<file path="config.mk">
export PLATFORM = sky130hd
export DESIGN_NAME = duck_sprite_ctrl
export DESIGN_NICKNAME = d
export VERILOG_FILES = /design/src/rtl/duck_sprite_ctrl.sv
export SDC_FILE = /design/constraint.sdc
export NUM_CORES = 1
export LEC_CHECK = 0
export ABC_AREA = 1
export CORE_MARGIN = 2
export CORE_UTILIZATION = 55
export DETAILED_ROUTE_END_ITERATION = 7
export HOLD_SLACK_MARGIN = 0.06
export PLACE_DENSITY = 0.86
export SYNTH_ARGS = -nofsm -noshare
export SYNTH_HDL_FRONTEND = slang
export SYNTH_SLANG_ARGS = --single-unit
</file>
<file path="constraint.sdc">
create_clock -name vga_clk -period 6.3 [get_ports vga_clk]
set_input_delay 1.26 -clock vga_clk [delete_from_list [all_inputs] [get_ports vga_clk]]
set_output_delay 1.26 -clock vga_clk [all_outputs]
set_load 0.005 [all_outputs]
</file>
<file path="src/rtl/duck_sprite_ctrl.sv">
// duck_sprite_ctrl
//   Moves one duck sprite across a 640x480 screen and produces its pixels.
//   Position and state advance once per frame (frame_start), or on spawn/hit.
//   The ROM address is combinational from the pixel coordinate so the
//   negedge-clocked sprite ROM returns data before the next posedge. There,
//   the ROM data is registered into palette_index/sprite_on.
//
// Ports
//   vga_clk, reset_n        pixel clock, async active-low reset
//   DrawX, DrawY            current pixel coordinate
//   frame_start             one pulse per frame (start of vertical blank)
//   spawn, spawn_x          launch request and start column
//   hit                     duck was shot
//   rom_address / rom_q     sprite ROM address out / palette index in
//   sprite_on, palette_index registered pixel-valid flag and colour
//   state                   FSM state
//   duck_x, duck_y          sprite top-left corner
//   escaped, fell           one-cycle event pulses
//
// state | meaning
// IDLE  | no duck on screen, waiting for spawn
// FLY   | duck flying diagonally, bouncing off the side walls
// SHOT  | duck hit, frozen for SHOT_FRAMES frames
// FALL  | duck dropping to the ground line

module duck_sprite_ctrl #(
  parameter int SPR_W       = 68,
  parameter int SPR_H       = 64,
  parameter int SPEED       = 2,
  parameter int FALL_STEP   = 4,
  parameter int SHOT_FRAMES = 30
) (
  input  logic        vga_clk,
  input  logic        reset_n,
  input  logic [9:0]  DrawX,
  input  logic [9:0]  DrawY,
  input  logic        frame_start,
  input  logic        spawn,
  input  logic [9:0]  spawn_x,
  input  logic        hit,
  output logic [12:0] rom_address,
  input  logic [3:0]  rom_q,
  output logic        sprite_on,
  output logic [3:0]  palette_index,
  output logic [1:0]  state,
  output logic [9:0]  duck_x,
  output logic [9:0]  duck_y,
  output logic        escaped,
  output logic        fell
);

  typedef enum logic [1:0] {
    IDLE = 2'd0,
    FLY  = 2'd1,
    SHOT = 2'd2,
    FALL = 2'd3
  } state_t;

  localparam logic [9:0]         X_MAX  = 10'(640 - SPR_W);
  localparam logic [9:0]         Y_MAX  = 10'(480 - SPR_H);
  localparam logic signed [11:0] NX_MAX = 12'(640 - SPR_W);

  state_t             cur_state;
  logic signed [10:0] dx;
  logic signed [10:0] dy;
  logic [4:0]         shot_cnt;

  logic signed [11:0] nx;
  logic signed [11:0] ny;
  logic [10:0]        fall_y;
  logic [4:0]         cnt_next;

  logic               in_box;
  logic [10:0]        x_end;
  logic [10:0]        y_end;
  logic [9:0]         col_raw;
  logic [9:0]         row_raw;
  logic [9:0]         col;

  assign state = cur_state;

  // Signed next-position arithmetic; the extra bits catch underflow past 0.
  assign nx       = $signed({2'b00, duck_x}) + $signed({dx[10], dx});
  assign ny       = $signed({2'b00, duck_y}) + $signed({dy[10], dy});
  assign fall_y   = {1'b0, duck_y} + 11'(FALL_STEP);
  assign cnt_next = shot_cnt + 5'd1;

  // Sprite box hit test, exclusive upper bounds computed one bit wider.
  assign x_end  = {1'b0, duck_x} + 11'(SPR_W);
  assign y_end  = {1'b0, duck_y} + 11'(SPR_H);
  assign in_box = (cur_state != IDLE) &&
                  (DrawX >= duck_x) && ({1'b0, DrawX} < x_end) &&
                  (DrawY >= duck_y) && ({1'b0, DrawY} < y_end);

  assign col_raw = DrawX - duck_x;
  assign row_raw = DrawY - duck_y;
  // Heading left: mirror the sprite so the duck faces its direction of travel.
  assign col     = dx[10] ? (10'(SPR_W - 1) - col_raw) : col_raw;

  assign rom_address = in_box ? (13'(row_raw) * 13'(SPR_W) + 13'(col)) : 13'd0;

  always_ff @(posedge vga_clk or negedge reset_n) begin
    if (!reset_n) begin
      cur_state     <= IDLE;
      duck_x        <= '0;
      duck_y        <= '0;
      dx            <= 11'(SPEED);
      dy            <= 11'(-SPEED);
      shot_cnt      <= '0;
      sprite_on     <= 1'b0;
      palette_index <= '0;
      escaped       <= 1'b0;
      fell          <= 1'b0;
    end else begin
      escaped       <= 1'b0;
      fell          <= 1'b0;
      palette_index <= rom_q;
      sprite_on     <= in_box && (rom_q != 4'd0);

      case (cur_state)
        IDLE: begin
          if (spawn) begin
            duck_x    <= (spawn_x > X_MAX) ? X_MAX : spawn_x;
            duck_y    <= Y_MAX;
            dx        <= 11'(SPEED);
            dy        <= 11'(-SPEED);
            cur_state <= FLY;
          end
        end

        FLY: begin
          // A hit in the same cycle as frame_start freezes the duck where it is.
          if (hit) begin
            shot_cnt  <= '0;
            cur_state <= SHOT;
          end else if (frame_start) begin
            if (nx < 12'sd0) begin
              duck_x <= '0;
              dx     <= -dx;
            end else if (nx > NX_MAX) begin
              duck_x <= X_MAX;
              dx     <= -dx;
            end else begin
              duck_x <= nx[9:0];
            end

            if (ny <= 12'sd0) begin
              duck_y    <= '0;
              escaped   <= 1'b1;
              cur_state <= IDLE;
            end else begin
              duck_y <= ny[9:0];
            end
          end
        end

        SHOT: begin
          if (frame_start) begin
            shot_cnt <= cnt_next;
            if (cnt_next == 5'(SHOT_FRAMES)) begin
              cur_state <= FALL;
            end
          end
        end

        FALL: begin
          if (frame_start) begin
            if (fall_y >= {1'b0, Y_MAX}) begin
              duck_y    <= Y_MAX;
              fell      <= 1'b1;
              cur_state <= IDLE;
            end else begin
              duck_y <= fall_y[9:0];
            end
          end
        end

        default: cur_state <= IDLE;
      endcase
    end
  end

endmodule
</file>
Figure 1. Clock distribution.
(6 px per um)
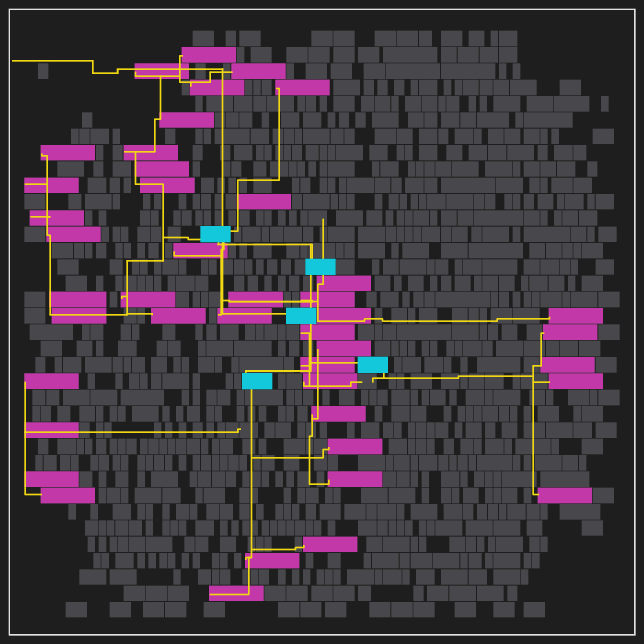
cyan -> clock drivers  # count 5
yellow -> clock wires  # length 682 um
magenta -> flip-flops  # count 43
routed clock nets = 6
Max Clock Skew: 0.00594 ns
Clock Latency Late Sink: 0.31 ns

==> GITHUB_STEP_SUMMARY <==
## Implementation flow summary

| Metric | Value |
|---|---|
| RSZ-0062 raised after global routing | `yes` |
| Post-synthesis chip area from yosys | `5500 um^2` |
| Via count | `5,773` |
| Status | `complete, no violations` |
| Peak fanout along the critical path | `3` |
| Area leader share | `19.1%` |
| Hold depth | `2` |
| Worst path arrival time | `5.00 ns` |
| Met1 Track Usage GR | `34.8%` |
| Commonest Layout Cell | `nand2_1` |
| GRT overflow | `0` |
| Post-route ant nets | `0` |
| Core Util at FP | `56.6%` |
| Detailed router's first-iteration violation count | `289` |
| Cell area leaders | `dfrtp_1 19%, ha_1 16%, nand2_1 12%` |
| Initial DRT Pass Iterations | `5` |
| Crit Path Class | `input pin to output pin` |
| Synth Area in Simple Gates | `33.2%` |
| CP startpoint | `DrawY[4]` |
| Clk buf depth | `2` |
| Non-Filler Instances | `1,075` |
| Total global-route track usage | `27.2%` |
| EDFF count, synth | `0` |
| Post-Place Worst Slack | `-0.401 ns` |
| Synth warn | `0` |
| Yosys cell types | `47` |
| Synth flops | `43` |
| Number of global-route vias before repair | `5,581` |
| Clock sink count | `43` |
| Reg2reg end | `sprite_on` |
| Mapped Area | `5500 um^2` |
| Critical Path Stages | `18` |
| Setup_tns | `0 ns` |
| Worst reg2reg path depth | `13` |
| Die X | `104 um` |
| Synthesis-to-finish area growth | `28.8%` |
| Die height | `104 um` |
| Top cells by count, synth | `181 x nand2_1, 110 x inv_1, 98 x nor2_1` |
| Syn avg cell area | `6.74 um^2` |
| RD Place Congestion | `0.916` |
| Post-CTS setup buffers | `6` |
| Worst EP required | `5.04 ns` |
| Root Driver | `clkbuf_8` |
| Hold_buf cts | `0` |
| # IOs | `81` |
| Hold path startpoint | `shot_cnt[3]` |
| Port buffer count | `79` |
| Crit-path max cell delay | `0.51 ns` |
| MUX area fraction | `0%` |
Figure 2. Zoomed window.
Window x 40 to 65, y 40 to 65 um. Cells in gray, sequential cells in the stronger gray; small squares are vias.
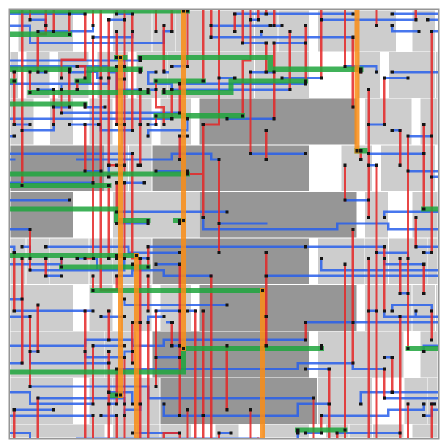
green -> metal 3
red -> metal 2
orange -> metal 4
blue -> metal 1
netlist names of flops here include = duck_x (4), duck_y (3)
cells with their middle in the window = 61
sequential cells in the window = 8
most frequent = nand2_1 (9), dfrtp_1 (8)

==> layout make-up <==
type	instances	area (um^2)	area share, %
Inverter	114	444	6.27
Clock inverter	3	26.3	0.371
Clock buffer	5	68.8	0.971
Tap cell	133	166	2.35
Multi-Input combinational cell	650	4160	58.7
Sequential cell	43	1080	15.2
Timing Repair Buffer	127	1140	16.1
==> worst register-to-register path, stage by stage (launching register included) <==
cell	delay, ns
dfrtp_1	0.54
inv_1	0.11
nor3_1	0.32
xor2_1	0.20
ha_1	0.26
nand2_1	0.08
nor2_1	0.05
a211oi_1	0.15
o21ai_0	0.12
nand2_1	0.07
a21boi_0	0.07
o21ai_0	0.26
nand3_1	0.45
nor2_1	0.20
